**config.mk**
```make
export PLATFORM = sky130hd
export DESIGN_NAME = ss_frame_receiver
export DESIGN_NICKNAME = d
export VERILOG_FILES = /design/src/rtl/ss_pkg.sv /design/src/rtl/ss_rx_shifter.sv /design/src/rtl/ss_frame_receiver.sv
export SDC_FILE = /design/constraint.sdc
export NUM_CORES = 1
export LEC_CHECK = 0
export ABC_AREA = 0
export CELL_PAD_IN_SITES_DETAIL_PLACEMENT = 1
export CELL_PAD_IN_SITES_GLOBAL_PLACEMENT = 2
export CORE_ASPECT_RATIO = 1.75
export CORE_UTILIZATION = 32
export CTS_BUF_LIST = sky130_fd_sc_hd__clkbuf_16
export CTS_CLUSTER_DIAMETER = 40
export DETAILED_ROUTE_END_ITERATION = 16
export PLACE_DENSITY_LB_ADDON = 0.3
export SYNTH_ARGS = -nofsm -noshare
export SYNTH_HDL_FRONTEND = slang
export SYNTH_SLANG_ARGS = --single-unit
```
**constraint.sdc**
```tcl
create_clock -name clk -period 1.5 [get_ports clk]
set_input_delay 0.3 -clock clk [delete_from_list [all_inputs] [get_ports clk]]
set_output_delay 0.3 -clock clk [all_outputs]
set_load 0.02 [all_outputs]
```
**src/rtl/ss_pkg.sv**
```systemverilog
// Shared types and constants for the serial frame receiver.
// Optional SS_PARITY_EN build adds the PARITY state.
package ss_pkg;

  typedef enum logic [1:0] {
    SS_IDLE,
    SS_DATA,
    SS_PARITY,
    SS_STOP
  } ss_rx_state_t;

  localparam int   SS_DEFAULT_WIDTH = 8;
  localparam logic SS_IDLE_LEVEL    = 1'b1;
  localparam logic SS_START_LEVEL   = 1'b0;

endpackage

```
**src/rtl/ss_rx_shifter.sv**
```systemverilog
// Direction-selectable shift register for incoming serial bits.
// LSB-first shifts right (bit enters MSB); MSB-first shifts left.
module ss_rx_shifter #(
  parameter int WIDTH = 8
) (
  input  logic             clk,
  input  logic             rst_n,
  input  logic             i_en,
  input  logic             i_lsb_first,
  input  logic             i_bit,
  output logic [WIDTH-1:0] o_q
);

  logic [WIDTH-1:0] r_q;

  always_ff @(posedge clk) begin
    if (!rst_n) begin
      r_q <= '0;
    end else if (i_en) begin
      if (i_lsb_first) begin
        r_q <= {i_bit, r_q[WIDTH-1:1]};
      end else begin
        r_q <= {r_q[WIDTH-2:0], i_bit};
      end
    end
  end

  assign o_q = r_q;

endmodule

```
**src/rtl/ss_frame_receiver.sv**
```systemverilog
// Serial start/data/stop frame receiver with valid/ready output.
// Define SS_PARITY_EN for an even-parity bit and parity_err pulse.
module ss_frame_receiver
  import ss_pkg::*;
#(
  parameter int WIDTH = SS_DEFAULT_WIDTH
) (
  input  logic             clk,
  input  logic             rst_n,
  input  logic             ena,
  input  logic             ser_in,
  input  logic             leri,
  output logic [WIDTH-1:0] data_out,
  output logic             data_valid,
  input  logic             data_ready,
  output logic             busy,
  output logic             framing_err,
  output logic             overrun
`ifdef SS_PARITY_EN
  ,
  output logic             parity_err
`endif
);

  localparam int CW = $clog2(WIDTH);

  ss_rx_state_t     r_state;
  ss_rx_state_t     w_next;
  logic [CW-1:0]    r_cnt;
  logic             r_leri;
  logic [WIDTH-1:0] r_data;
  logic             r_valid;
  logic             r_ferr;
  logic             r_ovr;
  logic             w_start;
  logic             w_shift;
  logic             w_stop;
  logic             w_good;
  logic             w_bad;
  logic             w_take;
  logic             w_load;
  logic [WIDTH-1:0] w_q;
`ifdef SS_PARITY_EN
  logic             r_par;
  logic             r_perr;
`endif

  always_comb begin
    w_next  = r_state;
    w_start = 1'b0;
    w_shift = 1'b0;
    w_stop  = 1'b0;
    if (ena) begin
      unique case (r_state)
        SS_IDLE: begin
          if (ser_in == SS_START_LEVEL) begin
            w_start = 1'b1;
            w_next  = SS_DATA;
          end
        end
        SS_DATA: begin
          w_shift = 1'b1;
          if (r_cnt == CW'(WIDTH - 1)) begin
`ifdef SS_PARITY_EN
            w_next = SS_PARITY;
`else
            w_next = SS_STOP;
`endif
          end
        end
`ifdef SS_PARITY_EN
        SS_PARITY: w_next = SS_STOP;
`endif
        SS_STOP: begin
          w_stop = 1'b1;
          w_next = SS_IDLE;
        end
        default: w_next = SS_IDLE;
      endcase
    end
  end

  assign w_good = w_stop & (ser_in == SS_IDLE_LEVEL);
  assign w_bad  = w_stop & (ser_in != SS_IDLE_LEVEL);
  assign w_take = r_valid & data_ready;
  // A new word may replace the old one only if it leaves this edge
  assign w_load = w_good & (~r_valid | w_take);

  ss_rx_shifter #(
    .WIDTH(WIDTH)
  ) u_shifter (
    .clk        (clk),
    .rst_n      (rst_n),
    .i_en       (w_shift),
    .i_lsb_first(r_leri),
    .i_bit      (ser_in),
    .o_q        (w_q)
  );

  always_ff @(posedge clk) begin
    if (!rst_n) begin
      r_state <= SS_IDLE;
      r_cnt   <= '0;
      r_leri  <= 1'b0;
      r_data  <= '0;
      r_valid <= 1'b0;
      r_ferr  <= 1'b0;
      r_ovr   <= 1'b0;
    end else begin
      r_state <= w_next;
      r_ferr  <= w_bad;
      if (w_start) begin
        r_leri <= leri;
        r_cnt  <= '0;
      end else if (w_shift) begin
        r_cnt <= r_cnt + CW'(1);
      end
      if (w_load) begin
        r_data  <= w_q;
        r_valid <= 1'b1;
      end else if (w_take) begin
        r_valid <= 1'b0;
      end
      if (w_good & ~w_load) begin
        r_ovr <= 1'b1;
      end
    end
  end

`ifdef SS_PARITY_EN
  always_ff @(posedge clk) begin
    if (!rst_n) begin
      r_par  <= 1'b0;
      r_perr <= 1'b0;
    end else begin
      if (ena && r_state == SS_PARITY) begin
        r_par <= ser_in;
      end
      r_perr <= w_stop & ((^w_q) ^ r_par);
    end
  end

  assign parity_err = r_perr;
`endif

  assign data_out    = r_data;
  assign data_valid  = r_valid;
  assign busy        = (r_state != SS_IDLE);
  assign framing_err = r_ferr;
  assign overrun     = r_ovr;

endmodule

```
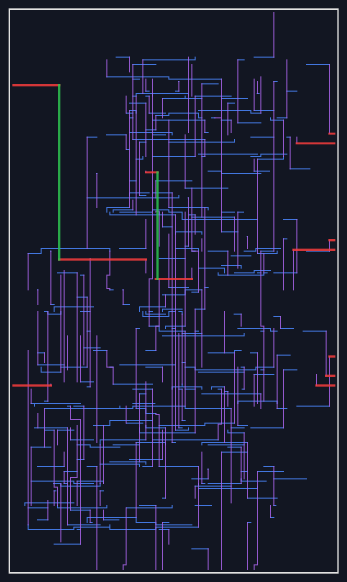
Fig. 1. Routed metal, one colour a layer (run 1).
| layer | colour | wire length |
|---|---|---|
| met1 | blue | 876 um |
| met4 | green | 39.4 um |
| met2 | purple | 1240 um |
| met3 | red | 47.1 um |
vias: 828
DR WL/cell: 12.4 um
Tot GR Track Use: 0.143
final WL: 2200 um

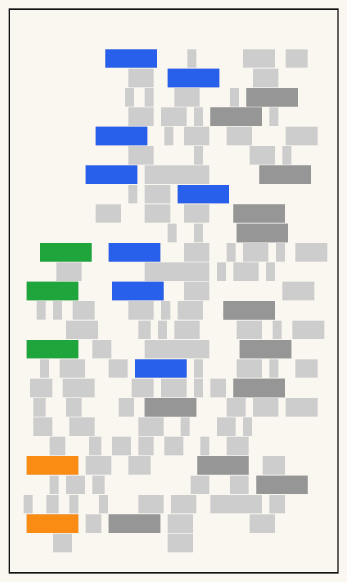
Fig. 2. Sequential cells coloured by netlist name (run 1).
Other sequential cells in the stronger grey, the rest of the logic in the fainter grey.
| name in the netlist | colour | placed flops |
|---|---|---|
| `r_state` | orange | 2 |
| `u_shifter.o_q` | blue | 8 |
| `r_cnt` | green | 3 |
not coloured: 12

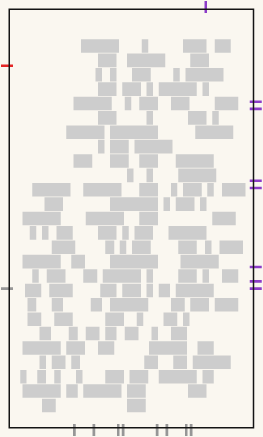
Fig. 3. Pin placement (run 1).
Pins as bars across the die edge, other pins in grey.
| port | colour | pins | direction | edge |
|---|---|---|---|---|
| `clk` | red | 1 | input | left |
| `data_out` | purple | 8 | output | 7 right, 1 top |
all pins by edge: 8 bottom, 7 right, 2 left, 1 top

==> results.yml, run 1 <==
# synthesis and place-and-route metrics
global_routing:
  antenna_found_initial: 0
  grtUsageMet3: 0.0205
  grt-ovfl-total: 0
  grt_pass1_wl_um: 3860
  busiest_layer: "met2"
  grt_max_degree: 30
place:
  hpwl_um: 1670
  dp_cells: 173
floorplan:
  core_um2: 3180
  fp-row-count: 27
  pin_count: 18
  dieWidth_um: 45.9
  fp_util: 0.340
  dieArea_um2: 3620
clocking:
  cts_max_level: 1
  clockBufferDepth: 2
  cts_made_buffers: 3
  cts_tree: "yes"
run_status:
  status: "completed"
timing:
  final-max-slew-violation-count: 0
  rsz0062_at_grt: "false"
  fin_crit_ps: 1460
  setup_tns_ps: 0
  fin_worst_skew_ps: 4.87
  final_hold_viol_count: 0
yosys:
  synth_cell_types: 25
  fa_ha_area_frac: 0.0231
  ys.flop_type: "dfxtp_1"
  synth_nets: 118
  simple_gate_area_frac: 0.174
  xor_share: 0.00810
  ys_seq_frac: 0.463
  netlist_area_um2: 1080
  top_cells_by_count: "nand2_1, dfxtp_1, mux2i_1, o211a_1, nor2_1"
  aoi_share: 0.0972
  synth_flops: 25
  logic_family: "multiplexers"
route:
  final_antenna_net_count: 0
  dr.pass1.iters: 2
  routed-wl-met3_um: 47
  wl_met2_um: 1240
  drc: 0
  drtIter0Drc: 8
setup_path:
  critical-path-top-delay-family: "buffers and inverters"
  start_kind: "flip-flop"
  cp.arrival_ps: 1160
  cp-end-kind: "primary output"
  crit_end: "framing_err"
  crit_required_ps: 1200
  crit_fanout: 1
  startpoint: "framing_err"
  max_stage_delay_ps: 590
  r2r_start: "r_state[1]"
  critical_path.cell_chain: "clkdlybuf4s50_1"
  cp_num_buf_inv: 1
  r2r-end: "r_leri"
  cp_slowest_cell: "clkdlybuf4s50_1"
final_layout:
  drive_above_1_share: 0.104
  final_layout_top_logic_cell: "nand2_1"
  fin_nets: 143
  fin_cells: 177
  fin_util: 0.451
power_and_ir_drop:
  p_per_area_nw_per_um2: 973
  p_leak_uw: 0.000729
hold_path:
  min_from: "data_out[2]"
  hold_path_class: "flip-flop to flip-flop"
  holdPathStages: 2
job:
  maxCapViolCount: 0
## run 1: registers in the layout, indices dropped and copies added, names as in the netlist
signal         flops
data_out           8
data_valid         1
framing_err        1
overrun            1
r_cnt              3
r_leri             1
r_state            2
u_shifter.o_q      8
## run 1: layout make-up
cell class	instances	area [um^2]
Timing Repair Buffer	27	267
Sequential cell	25	500
Clock buffer	3	75.1
Clock inverter	1	5.00
Fill cell	402	1740
Multi-Input combinational cell	77	527
Tap cell	43	53.8
Inverter	1	3.75
## run 1: timing repair
action                                  CTS  global route
hold endpoints to repair                  0             0
hold buffers                              0             0
gates cloned                              0             0
endpoints found under the setup margin    5             6
gates resized                             5             6
pin swaps                                 0             0
## run 1: report_power, final
group	switching [uW]	internal, uW
Combinational	49.3	58.0
Clock	228	359
Sequential	18.5	680
==> run 2, diff against run 1 <==
Settings changed: SLEW_MARGIN set to 20.
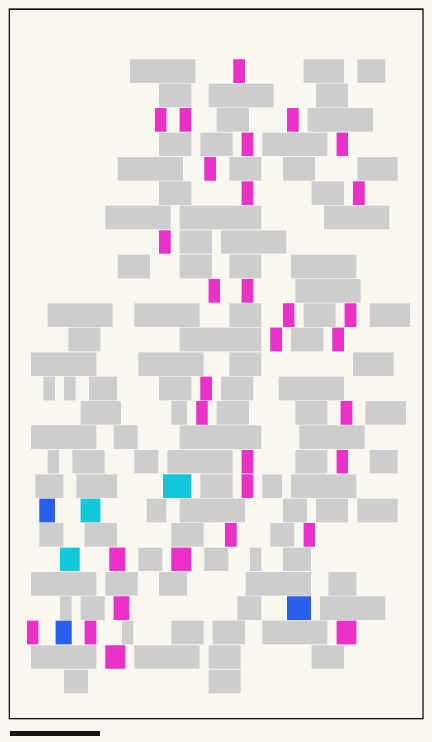
Fig. 4. Selected gate families (run 2).
The bar under the picture is 10 um long.
| family | colour | cells |
|---|---|---|
| AND and OR gates | cyan | 3 |
| inverting AOI/OAI gates | blue | 3 |
| NAND gates | magenta | 31 |

==> run 2 against run 1 <==
  * Clock-buffer cell count unchanged
  * Largest power group unchanged
  * Cell count unchanged
  * Synthesized area unchanged
==> results.yml, run 2 <==
# synthesis and place-and-route metrics
run_status:
  status: "completed"
route:
  drc: 0
  drtIter0Drc: 8
  vias: 828
  wl_met2_um: 1240
  dr.pass1.iters: 2
  wl_per_cell_um: 12.4
  wirelength_um: 2200
  final_antenna_net_count: 0
final_layout:
  comb-cell-share: 0.368
  fin_nets: 143
  clkCellAreaFrac: 0.0559
  ff_count: 25
  drive_above_1_share: 0.104
  clock_buffers: 3
  largest_class: "multi-input combinational cells"
  combGateArea_um2: 527
  fin_util: 0.451
  num-nonclk-buffers: 27
  fillers: 402
  buffer_area_frac: 0.186
setup_path:
  crit_end: "framing_err"
  crit_fanout: 1
  critical-path-top-delay-family: "buffers and inverters"
  max_stage_delay_ps: 590
  cp-end-kind: "primary output"
  cp_slowest_cell: "clkdlybuf4s50_1"
  r2r-end: "r_leri"
  cp.arrival_ps: 1160
  r2r_start: "r_state[1]"
  startpoint: "framing_err"
  critical_path.cell_chain: "clkdlybuf4s50_1"
yosys:
  simple_gate_area_frac: 0.174
  netlist_area_um2: 1080
  synth_flops: 25
  fa_ha_area_frac: 0.0231
  xor_share: 0.00810
  ys.flop_type: "dfxtp_1"
  top_cells_by_count: "nand2_1, dfxtp_1, mux2i_1, o211a_1, nor2_1"
clocking:
  clockBufferDepth: 2
  cts_made_buffers: 3
  cts_max_level: 1
power_and_ir_drop:
  p_per_area_nw_per_um2: 973
  combPwrFrac: 0.077
  p_clk_frac: 0.421
  power_frac_seq: 0.502
  p_leak_uw: 0.000729
  sw_frac_of_total: 0.212
timing:
  final_hold_viol_count: 0
  rsz0062_at_grt: "false"
  final-max-slew-violation-count: 0
  fin_crit_ps: 1460
  fin_worst_skew_ps: 4.87
  setup_tns_ps: 0
hold_path:
  holdPathStages: 2
floorplan:
  nWellTaps: 43
  pin_count: 18
  fp_util: 0.340
  fp-row-count: 27
  core_um2: 3180
global_routing:
  grt_pass1_wl_um: 3860
  grt_usage: 0.143
job:
  maxCapViolCount: 0
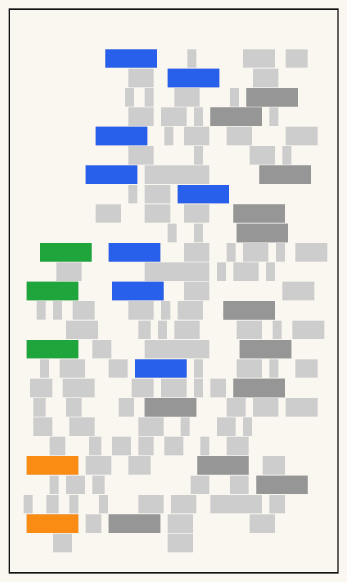
Fig. 5. Sequential cells coloured by netlist name (run 2).
Other sequential cells in the stronger grey, the rest of the logic in the fainter grey.
| name in the netlist | colour | placed flops |
|---|---|---|
| `u_shifter.o_q` | blue | 8 |
| `r_state` | orange | 2 |
| `r_cnt` | green | 3 |
not coloured: 12

-- run 2: timing repair --
action | CTS | global route
endpoints found under the setup margin | 5 | 6
resized | 5 | 6
hold endpoints to repair | 0 | 0
pin swaps | 0 | 0
setup buffers | 0 | 0
hold buffers | 0 | 0
-- run 2: cell families after synthesis --
logic type | after synthesis
compound gates | 12
xor+xnor | 1
fa+ha+maj | 2
buf+inv | 8
flops | 25
mux | 20
simple gates | 42
-- run 2: power by group through the flow --
stage               Sequential (uW)  Combinational [uW]  Clock [uW]
floorplan                       706                69.8           0
CTS                             699                 110         611
global route                    701                 118         642
global placement                713                 107           0
detailed placement              714                 110           0
finish                          699                 107         587
Power and IR drop assume default switching activity.
